[config.mk]
export PLATFORM = sky130hd
export DESIGN_NAME = mux_32to1
export DESIGN_NICKNAME = d
export VERILOG_FILES = /design/src/rtl/mux_pkg.sv /design/src/rtl/mux16_1.sv /design/src/rtl/mux2_1.sv /design/src/rtl/mux_32to1.sv
export SDC_FILE = /design/constraint.sdc
export NUM_CORES = 1
export LEC_CHECK = 0
export ABC_AREA = 1
export CAP_MARGIN = 20
export CELL_PAD_IN_SITES_DETAIL_PLACEMENT = 0
export CELL_PAD_IN_SITES_GLOBAL_PLACEMENT = 2
export CORE_MARGIN = 2
export CORE_UTILIZATION = 13
export CTS_BUF_LIST = sky130_fd_sc_hd__clkbuf_4 sky130_fd_sc_hd__clkbuf_8
export CTS_CLUSTER_SIZE = 24
export DETAILED_ROUTE_END_ITERATION = 8
export PLACE_DENSITY = 0.9
export SYNTH_ARGS = -nofsm -noshare
export SYNTH_HDL_FRONTEND = slang
export SYNTH_HIERARCHICAL = 1
export SYNTH_SLANG_ARGS = --single-unit
[constraint.sdc]
create_clock -name clk -period 2.3 [get_ports clk]
set_input_delay 0.575 -clock clk [delete_from_list [all_inputs] [get_ports clk]]
set_output_delay 0.575 -clock clk [all_outputs]
set_load 0.01 [all_outputs]
[src/rtl/mux_pkg.sv]
// Shared constants and types for the bit-sliced 32:1 selector tree.
package mux_pkg;
  localparam int NUM_LANES  = 32;
  localparam int SEL_W      = 5;
  localparam int HALF_LANES = 16;

  typedef logic [SEL_W-1:0] sel_t;
endpackage

[src/rtl/mux16_1.sv]
// Single-bit 16:1 selector built as four levels of 2:1 cells (8/4/2/1),
// selection[0] at the leaves and selection[3] at the root.
module mux16_1
  import mux_pkg::*;
(
  input  logic [HALF_LANES-1:0] in_signal,
  input  logic [3:0]            selection,
  output logic                  out
);
  logic [7:0] lvl1;
  logic [3:0] lvl2;
  logic [1:0] lvl3;

  for (genvar i = 0; i < 8; i++) begin : g_lvl1
    mux2_1 u_mux (.i0(in_signal[2*i]), .i1(in_signal[2*i+1]), .sel(selection[0]), .out(lvl1[i]));
  end

  for (genvar i = 0; i < 4; i++) begin : g_lvl2
    mux2_1 u_mux (.i0(lvl1[2*i]), .i1(lvl1[2*i+1]), .sel(selection[1]), .out(lvl2[i]));
  end

  for (genvar i = 0; i < 2; i++) begin : g_lvl3
    mux2_1 u_mux (.i0(lvl2[2*i]), .i1(lvl2[2*i+1]), .sel(selection[2]), .out(lvl3[i]));
  end

  mux2_1 u_root (.i0(lvl3[0]), .i1(lvl3[1]), .sel(selection[3]), .out(out));
endmodule

[src/rtl/mux2_1.sv]
// Single-bit 2:1 selector; the leaf cell of every selection tree.
module mux2_1 (
  input  logic i0,
  input  logic i1,
  input  logic sel,
  output logic out
);
  // A known sel returns only the chosen operand, so X on the other input stays out.
  assign out = sel ? i1 : i0;
endmodule

[src/rtl/mux_32to1.sv]
// Bit-sliced 32:1 lane selector: two 16:1 half-trees per bit plus a final 2:1,
// with an optional enable-loaded output register for pipelined consumers.
module mux_32to1
  import mux_pkg::*;
#(
  parameter int WIDTH   = 1,
  parameter bit REG_OUT = 1
) (
  input  logic                       clk,
  input  logic                       reset_n,
  input  logic [NUM_LANES*WIDTH-1:0] in_signal,
  input  sel_t                       selection,
  input  logic                       en,
  output logic [WIDTH-1:0]           out,
  output logic [WIDTH-1:0]           out_q,
  output logic                       valid_q
);
  for (genvar b = 0; b < WIDTH; b++) begin : g_slice
    logic [HALF_LANES-1:0] lo_bits;
    logic [HALF_LANES-1:0] hi_bits;
    logic                  lo_out;
    logic                  hi_out;

    // Gather bit b of every lane so each slice only ever sees one bit position.
    for (genvar i = 0; i < HALF_LANES; i++) begin : g_gather
      assign lo_bits[i] = in_signal[i*WIDTH + b];
      assign hi_bits[i] = in_signal[(i+HALF_LANES)*WIDTH + b];
    end

    mux16_1 u_lo (.in_signal(lo_bits), .selection(selection[3:0]), .out(lo_out));
    mux16_1 u_hi (.in_signal(hi_bits), .selection(selection[3:0]), .out(hi_out));
    mux2_1  u_fin (.i0(lo_out), .i1(hi_out), .sel(selection[4]), .out(out[b]));
  end

  // en is a plain load strobe; valid_q marks that out_q holds a capture made since reset.
  if (REG_OUT) begin : g_reg
    always_ff @(posedge clk or negedge reset_n) begin
      if (!reset_n) begin
        out_q   <= '0;
        valid_q <= 1'b0;
      end else if (en) begin
        out_q   <= out;
        valid_q <= 1'b1;
      end
    end
  end else begin : g_noreg
    assign out_q   = '0;
    assign valid_q = 1'b0;
  end
endmodule

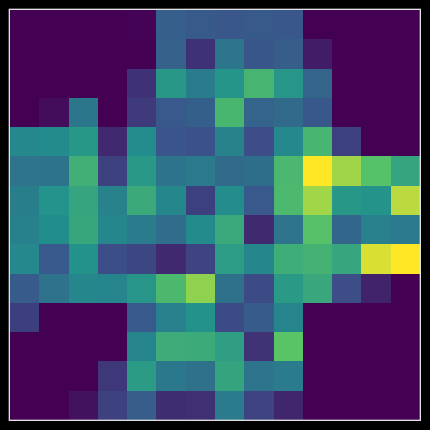
Fig. 1. Routed metal per tile.
(6 px per um) 14 x 14 tiles, from dark purple (low) to yellow (high), scaled to the fullest tile. Values are wire area over tile area, all layers added.
nearly empty tiles = 31%
mean over tiles = 0.068
fullest tile = 0.23
densest ninth of the die = east
tiles over half the peak = 22%
routed len/inst: 8.55 um
detailed-route via count: 806
final WL: 1.97 mm

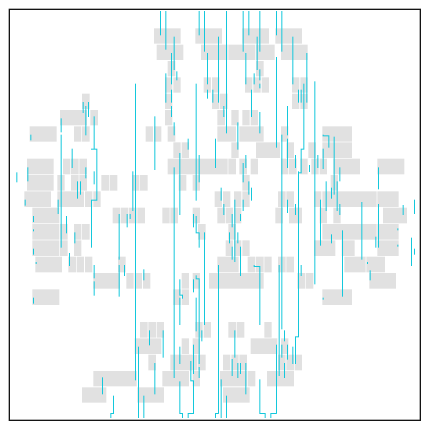
Fig. 2. Signal wires on met2.
(6 px per um) Cells faint in the background.
longest straight run = 49.3 um
main direction = vertical
GR Util met2: 16.0%

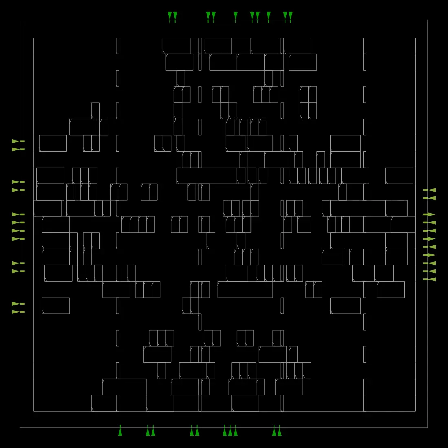
Fig. 3. Cell outlines without signal wires.
sequential cell area share: 4.05%
Finished Layout Cells: 231
Core Rows: 23
Fill cells: 464

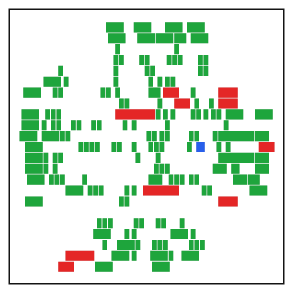
Fig. 4. Cell sizes after repair.
(4 px per um)
red -> drive 6 and up  # cells 10
green -> drive 1 or less  # cells 170
blue -> drive 2  # cells 1
fin area: 1230 um2
area delta synth->final: 130%

==> impl_metrics.yaml <==
# synthesis and place-and-route metrics
setup_path:
  r2r_slack_ns: 1.62
  critPathKind: "in2out"
  cp-start-kind: "input pin"
  crit_fanout: 8
  path_depth: 12
  startpoint: "selection[1]"
  cp_slowest_cell: "dlygate4sd2_1"
  critPathBufInv: 4
  crit_chain: "dlygate4sd2_1 -> buf_6 -> inv_1 -> nand2_1 -> nand2_1 -> nand2_1 -> nand2_1 -> nand2_1 -> nand2_1 -> nand2_1 -> nand2_2 -> buf_6"
  crit_family: "buffers and inverters"
  rr_endpoint: "valid_q"
  arrival_ns: 1.59
  r2r_cells: 1
sta:
  rsz0062_at_grt: "false"
  slew_headroom_pct: 83.4
  slew_viol_final: 0
  clock-skew-final_ns: 0
  fin_setup_tns_ns: 0
  max_freq_mhz: 462
  tightestPinTransition_ns: 0.249
clock_tree:
  clk_latency_ns: 0.21
  numCtsBuffers: 3
  cts.sinks: 2
  hold_buffers: 0
  cts_resized: 15
logic_synthesis:
  common_cells: "nand2_1 (96), inv_1 (32), dfrtp_1 (2), or2_1 (1)"
  numSynthFlops: 2
  ys_seq_share_pct: 9.32
  area_leaders: "nand2_1 (67%), inv_1 (22%), dfrtp_1 (9.3%), or2_1 (1.2%)"
  ys_sh_simple_pct: 68.3
  async_reset_ff_share_pct: 100
  syn-cell-area_um2: 537
  avgSynthCellArea_um2: 4.10
  top_logic_kind: "simple AND/OR/NAND/NOR gates"
  yosysMostFrequentCell: "nand2_1"
  synth-compound-area-share_pct: 0
  syn_nets: 171
  yosysUniqueCellTypes: 4
  synth_stat.cells: 131
  ys_sh_xor_pct: 0
  edf_count: 0
  yosys_warnings: 6
floorplan:
  die-height_um: 68.3
  tap_cells: 50
  die_w_um: 68.3
finish:
  layout.cells.most_common: "nand2_1"
  layout_top_cells: "nand2_1 (95), inv_1 (32), dlymetal6s2s_1 (31)"
  logic_gates: 97
  layout.nonclk_buf_share_pct: 47.9
  nets: 223
  buffers: 47
  clock_area_share_pct: 3.34
  inverters: 32
  seq_cell_count: 2
  comb_area_um2: 369
grt:
  grt_pass1_vias: 734
  met1_usage_pct: 9.48
  grt_antenna_before_repair: 0
  met3_usage_pct: 1.81
  grt_start_max_net_pins: 17
min_path:
  hp-class: "reg2reg"
place:
  placedCellCount: 226
  dpl_cell_area_um2: 1050
  dp_hpwl_mm: 1.32
  dp_slack_ns: -0.683
  place.gp.congestion: 0.678
status:
  status: "finished clean"
run:
  drv_cap: 0
  warning_count: 26
routing:
  wl_met2_um: 903
  route.met3.wl_um: 114
  ant_nets: 0
  drt-met1-wl_um: 920
  dr.pass1.iters: 4
  vias_per_cell: 3.49
  highest_layer: "met4"
pwr:
  finalPower_uw: 345
  switching_share_pct: 28.8
  powerClk_uw: 139
  comb_cell_power_uw: 166
Power is estimated from default activity; no workload was simulated.
